<file path="config.mk">
export PLATFORM = sky130hd
export DESIGN_NAME = if_fetch_queue
export DESIGN_NICKNAME = d
export VERILOG_FILES = /design/src/rtl/core_pkg.sv /design/src/rtl/fetch_fifo_mem.sv /design/src/rtl/if_fetch_queue.sv
export SDC_FILE = /design/constraint.sdc
export NUM_CORES = 1
export LEC_CHECK = 0
export ABC_AREA = 1
export CELL_PAD_IN_SITES_DETAIL_PLACEMENT = 1
export CELL_PAD_IN_SITES_GLOBAL_PLACEMENT = 1
export CORE_MARGIN = 2
export CORE_UTILIZATION = 35
export CTS_CLUSTER_SIZE = 25
export DETAILED_ROUTE_END_ITERATION = 6
export GPL_ROUTABILITY_DRIVEN = 0
export PLACE_DENSITY = 0.74
export SYNTH_ARGS = -nofsm -noshare
export SYNTH_HDL_FRONTEND = slang
export SYNTH_SLANG_ARGS = --single-unit
</file>
<file path="constraint.sdc">
create_clock -name clk -period 7.6 [get_ports clk]
set_clock_uncertainty 0.15 [all_clocks]
set_input_delay 1.14 -clock clk [delete_from_list [all_inputs] [get_ports clk]]
set_output_delay 1.14 -clock clk [all_outputs]
set_load 0.05 [all_outputs]
</file>
<file path="src/rtl/core_pkg.sv">
// Shared core definitions: fetch queue entry layout, reset vector and exception codes.
package core_pkg;

  localparam int unsigned CORE_ADDR_W = 32;
  localparam int unsigned CORE_DATA_W = 32;

  localparam logic [CORE_ADDR_W-1:0] RESET_PC_DEFAULT = 32'hBFC0_0000;

  // ExcCode for address error on load/fetch; the exception handler decodes the same value.
  localparam logic [4:0] EXC_ADEL = 5'h04;

  typedef struct packed {
    logic [CORE_ADDR_W-1:0] pc;
    logic [CORE_DATA_W-1:0] inst;
    logic                   adel;
  } fetch_entry_t;

  function automatic logic is_word_aligned(input logic [1:0] lsb);
    return lsb == 2'b00;
  endfunction

endpackage

</file>
<file path="src/rtl/fetch_fifo_mem.sv">
// Register array backing the fetch queue: one synchronous write port, combinational head read.
module fetch_fifo_mem #(
  parameter int unsigned DEPTH   = 4,
  parameter type         entry_t = core_pkg::fetch_entry_t
) (
  input  logic                     clk,
  input  logic                     wr_en,
  input  logic [$clog2(DEPTH)-1:0] wr_addr,
  input  entry_t                   wr_data,
  input  logic [$clog2(DEPTH)-1:0] rd_addr,
  output entry_t                   rd_data
);

  entry_t mem [DEPTH];

  // Contents need no reset: the top only trusts slots between rd_ptr and wr_ptr.
  always_ff @(posedge clk) begin
    if (wr_en) begin
      mem[wr_addr] <= wr_data;
    end
  end

  assign rd_data = mem[rd_addr];

endmodule

</file>
<file path="src/rtl/if_fetch_queue.sv">
// Instruction-fetch front end: issues SRAM reads, tracks the one-cycle read latency and
// buffers fetched {pc, inst, adel} entries for ID behind a valid/ready handshake.
module if_fetch_queue
  import core_pkg::*;
#(
  parameter int unsigned         DEPTH    = 4,
  parameter int unsigned         ADDR_W   = 32,
  parameter int unsigned         DATA_W   = 32,
  parameter logic [ADDR_W-1:0]   RESET_PC = ADDR_W'(RESET_PC_DEFAULT)
) (
  input  logic                       clk,
  input  logic                       resetn,
  input  logic                       redirect_valid,
  input  logic [ADDR_W-1:0]          redirect_pc,
  output logic                       inst_sram_en,
  output logic [3:0]                 inst_sram_wen,
  output logic [ADDR_W-1:0]          inst_sram_addr,
  output logic [DATA_W-1:0]          inst_sram_wdata,
  input  logic [DATA_W-1:0]          inst_sram_rdata,
  output logic                       out_valid,
  input  logic                       out_ready,
  output logic [ADDR_W-1:0]          out_pc,
  output logic [DATA_W-1:0]          out_inst,
  output logic                       out_adel,
  output logic [$clog2(DEPTH+1)-1:0] count
);

  localparam int unsigned PTR_W = $clog2(DEPTH);
  localparam int unsigned CNT_W = $clog2(DEPTH+1);

  typedef struct packed {
    logic [ADDR_W-1:0] pc;
    logic [DATA_W-1:0] inst;
    logic              adel;
  } entry_t;

  logic [ADDR_W-1:0] fetch_pc_q, fetch_pc_d;
  logic [ADDR_W-1:0] inflight_pc_q, inflight_pc_d;
  logic              inflight_q, inflight_d;
  logic              halted_q, halted_d;
  logic [PTR_W:0]    wr_ptr_q, wr_ptr_d;
  logic [PTR_W:0]    rd_ptr_q, rd_ptr_d;

  logic [PTR_W:0]    occ;
  logic [PTR_W+1:0]  credit;
  logic              empty;
  logic              credit_ok;
  logic              issue;
  logic              fetch_aligned;
  logic              redirect_aligned;
  logic              sram_req;
  logic              push;
  logic              pop;
  entry_t            push_entry;
  entry_t            head;

  assign occ              = wr_ptr_q - rd_ptr_q;
  assign empty            = (occ == '0);
  // Credits count the in-flight read so its response always finds a free slot.
  assign credit           = {1'b0, occ} + (PTR_W+2)'(inflight_q);
  assign credit_ok        = credit < (PTR_W+2)'(DEPTH);
  assign issue            = !halted_q && credit_ok;
  assign fetch_aligned    = is_word_aligned(fetch_pc_q[1:0]);
  assign redirect_aligned = is_word_aligned(redirect_pc[1:0]);

  always_comb begin
    sram_req       = 1'b0;
    inst_sram_addr = fetch_pc_q;
    push           = 1'b0;
    pop            = 1'b0;
    push_entry     = '0;
    fetch_pc_d     = fetch_pc_q;
    inflight_d     = inflight_q;
    inflight_pc_d  = inflight_pc_q;
    halted_d       = halted_q;
    rd_ptr_d       = rd_ptr_q;
    wr_ptr_d       = wr_ptr_q;

    if (redirect_valid) begin
      // Flush: drop queue contents, the pending response and any same-cycle pop.
      inst_sram_addr = redirect_pc;
      sram_req       = redirect_aligned;
      fetch_pc_d     = redirect_aligned ? redirect_pc + ADDR_W'(4) : redirect_pc;
      inflight_d     = redirect_aligned;
      inflight_pc_d  = redirect_pc;
      halted_d       = 1'b0;
      rd_ptr_d       = wr_ptr_q;
    end else begin
      pop = !empty && out_ready;

      if (inflight_q) begin
        push            = 1'b1;
        push_entry.pc   = inflight_pc_q;
        push_entry.inst = inst_sram_rdata;
        push_entry.adel = 1'b0;
        inflight_d      = 1'b0;
      end

      if (issue && fetch_aligned) begin
        sram_req      = 1'b1;
        fetch_pc_d    = fetch_pc_q + ADDR_W'(4);
        inflight_d    = 1'b1;
        inflight_pc_d = fetch_pc_q;
      end else if (issue && !inflight_q) begin
        // Misaligned fetch: queue the AdEL marker once older responses have drained.
        push            = 1'b1;
        push_entry.pc   = fetch_pc_q;
        push_entry.inst = '0;
        push_entry.adel = 1'b1;
        halted_d        = 1'b1;
      end

      wr_ptr_d = wr_ptr_q + (PTR_W+1)'(push);
      rd_ptr_d = rd_ptr_q + (PTR_W+1)'(pop);
    end
  end

  always_ff @(posedge clk or negedge resetn) begin
    if (!resetn) begin
      fetch_pc_q    <= RESET_PC;
      inflight_pc_q <= '0;
      inflight_q    <= 1'b0;
      halted_q      <= 1'b0;
      wr_ptr_q      <= '0;
      rd_ptr_q      <= '0;
    end else begin
      fetch_pc_q    <= fetch_pc_d;
      inflight_pc_q <= inflight_pc_d;
      inflight_q    <= inflight_d;
      halted_q      <= halted_d;
      wr_ptr_q      <= wr_ptr_d;
      rd_ptr_q      <= rd_ptr_d;
    end
  end

  fetch_fifo_mem #(
    .DEPTH   (DEPTH),
    .entry_t (entry_t)
  ) u_mem (
    .clk     (clk),
    .wr_en   (push),
    .wr_addr (wr_ptr_q[PTR_W-1:0]),
    .wr_data (push_entry),
    .rd_addr (rd_ptr_q[PTR_W-1:0]),
    .rd_data (head)
  );

  // Gated by resetn so the enable drops the moment reset asserts.
  assign inst_sram_en    = sram_req && resetn;
  assign inst_sram_wen   = 4'b0000;
  assign inst_sram_wdata = '0;

  assign out_valid = !empty;
  assign out_pc    = out_valid ? head.pc : '0;
  assign out_inst  = (out_valid && !head.adel) ? head.inst : '0;
  assign out_adel  = out_valid && head.adel;
  assign count     = CNT_W'(occ);

endmodule

</file>
==> impl_metrics.csv <==
group,metric,value,unit
status,status,"finished, final reports clean",
sta,hold_violations,0,
power,comb-power,4820,uW
min_path,whs_path_depth,2,
place,placed_cells,2444,
synthesis,synth_top_area_share,48.8,%
sta,fmax,0.175,GHz
critical_path,max_stage_delay,0.93,ns
power,top_power_group,"combinational cells",
critical_path,arrival,4.42,ns
synthesis,edf_count,260,
final_layout,flop-count,332,
route,dr_total_vias,12900,
clocking,cts_sinks,332,
final_layout,buffers,188,
critical_path,cp_top_family,"simple AND/OR/NAND/NOR gates",
final_layout,syn2layout_area_growth,20.7,%
synthesis,ff_type,"edfxtp_1",
final_layout,reg_top3,"u_mem.mem (260), fetch_pc_q (32), inflight_pc_q (32)",
final_layout,seqAreaFraction,49.8,%
clocking,post_cts_buffers,0,
final_layout,finalInstanceArea,19300,um^2
final_layout,fill_cells,5267,
clocking,cts-root-buf,"clkbuf_16",
clocking,clk_latency,0.54,ns
synthesis,synthTopCellsByCount,"368 x nand2_1, 290 x nor2_1, 260 x edfxtp_1",
route,wl_per_cell,19.5,um
route,highest_layer,"met4",
synthesis,async_reset_ff_share,21.7,%
power,p_int,4880,uW
critical_path,cpMaxStageDelayCell,"nand2_1",
grt,grt_usage,20.4,%
final_layout,drive_gt1_share,5.70,%
floorplan,initCoreUtil,35.3,%
route,drc_errors,0,
synthesis,ys_sh_mux,0,%
synthesis,ys_chip_area,16000,um^2
grt,grt_max_degree,88,
grt,grt_pass1_vias,13500,
route,dr.first_iter.drc_count,905,
min_path,hold_class,"reg2reg",
synthesis,ys_cells,1745,
power,finalPower,9400,uW
synthesis,xor_share,0.751,%
grt,grt_antenna_before_repair,0,
clocking,clk_path_buf_depth,3,
final_layout,n_antenna_cell,0,
critical_path,crit_buf_inv,1,
synthesis,synth_cells,1745,
final_layout,layout_top_cell,"nand2_1",
critical_path,worstPathRequired,6.31,ns
critical_path,r2r_setup_slack,3.77,ns
sta,setup_ws,1.89,ns
sta,fin_tns_setup,0,ns
sta,post-route-min-period,5.71,ns
sta,grt_setup_unrepaired,"no",
power,seq-power,2780,uW
synthesis,aoi_share,10.9,%
final_layout,area_share_nonclk_buffers,9.46,%
job,warnings,26,
final_layout,regMostFlops,"u_mem.mem",
place,dpl_cell_area,18100,um^2
sta,tightest_slew,1.25,ns
final_layout,inv_count,153,
route,antenna_left,0,
min_path,hold_path.startpoint,"fetch_pc_q[25]$_DFFE_PN1P_",
power,power.density,487,nW/um^2
grt,grt_overflow,0,
critical_path,crit_end,"out_inst[2]",
final_layout,lay_top_cells,"368 x nand2_1, 290 x nor2_1, 260 x edfxtp_1",
route,dr_wl_met2,23900,um
floorplan,io_pins,206,
power,clkPwrFrac,19.1,%
clocking,h-tree-depth,2,
power,p_clk,1800,uW
clocking,cts_tree,"yes",
synthesis,synth_simple_gate_area_share,19.9,%
final_layout,sh_comb_area,27.5,%
critical_path,path_depth,7,
sta,final_max_slew_viol_count,0,
critical_path,path_max_fanout,55,
final_layout,multi_input_comb_cells,1171,
synthesis,synth_cell_types,39,
clocking,hold_buffers,0,
final_layout,nets,1960,
floorplan,die_w,218,um
route,wirelength,48900,um
min_path,holdPathEnd,"fetch_pc_q[25]$_DFFE_PN1P_",
route,route.layer.met1.wl,21500,um
sta,finalCritPeriodShare,75.2,%
place,dpl.hpwl,32300,um
sta,hold_ws,0.362,ns
synthesis,synth_top_cell_by_area,"edfxtp_1",
final_layout,logic_area,5310,um^2
power,ir_drop,0.308,mV
final_layout,stdcell_count,2513,
floorplan,nWellTaps,600,
critical_path,regToRegEndpoint,"fetch_pc_q[15]$_DFFE_PN0P_",
floorplan,fp-row-count,78,
synthesis,synthMostInstantiatedCell,"nand2_1",
critical_path,startpoint,"rd_ptr_q[0]$_DFF_PN0_",
floorplan,dieArea,47400,um^2
grt,grt_pass1_wl,75500,um
synthesis,synth.top_cells.by_area,"edfxtp_1 49%, dfrtp_1 9.9%, nand2_1 8.6%",
clocking,cts-resized-gates,0,
clocking,cts-buffers-inserted,38,
job,drv_cap,0,
power,p_switching,4520,uW
power,pwr-share-seq,29.6,%
synthesis,syn_area,16000,um^2
sta,slew_headroom,16.3,%
synthesis,synth_seq_share,60.1,%
### Cell classes on the final placement

The bar under the picture is 50 um long.
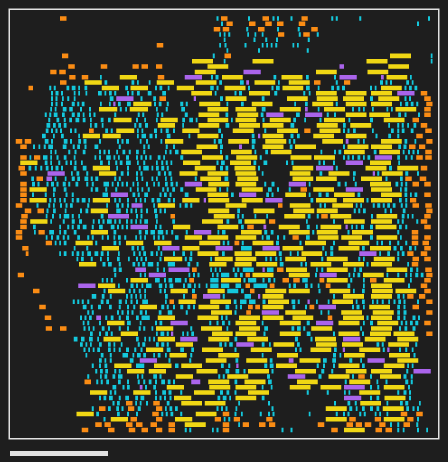
colour	class	cells
cyan	combinational and other logic	1324
purple	clock drivers and dummy loads	69
orange	remaining buffers and delay cells	188
yellow	sequential cells	332

### Gate-type map

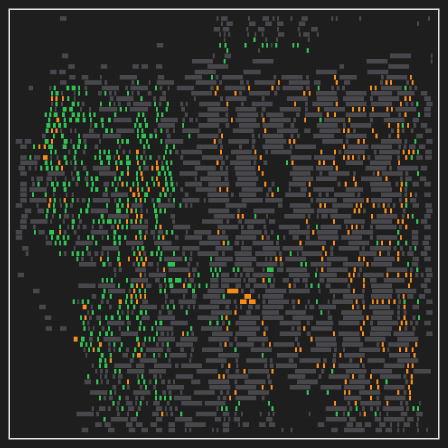
colour	family	cells
orange	nor cells	305
green	nand cells	475

### Routed metal, one colour a layer

The bar under the picture is 50 um long. Two of the layers only.
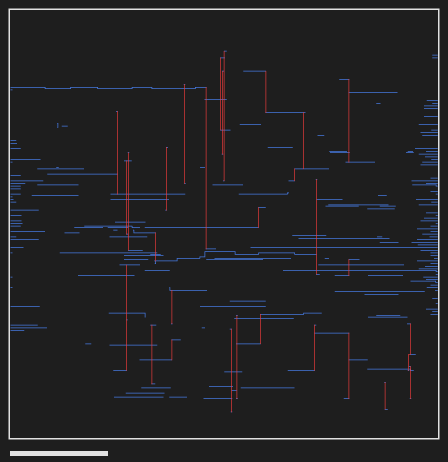
colour	layer	wire length
red	metal 4	939 um
blue	metal 3	2480 um

### Routing congestion

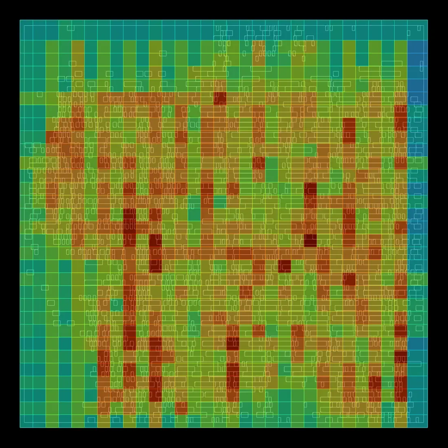
GRT met1 Usage: 27.0%
GR Util met2: 35.4%
global routing's busiest layer: met2
met3 Use GR: 2.94%

### Sequential cells grouped by signal name

The bar under the picture is 50 um long. Other sequential cells in the stronger grey, the rest of the logic in the fainter grey.
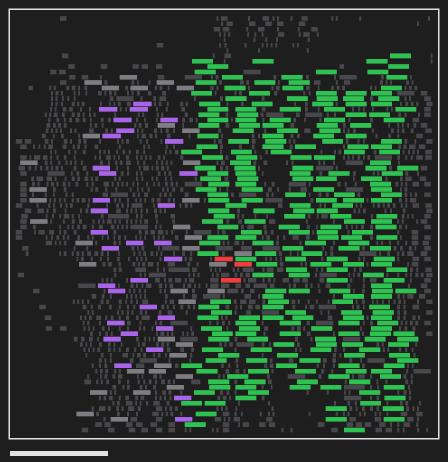
colour	netlist name	sequential cells
red	rd_ptr_q	3
green	u_mem.mem	260
purple	fetch_pc_q	32
not coloured	37
fin util: 42.7%
FF+latch area: 9630 um^2

Power is estimated from default activity; no workload was simulated.
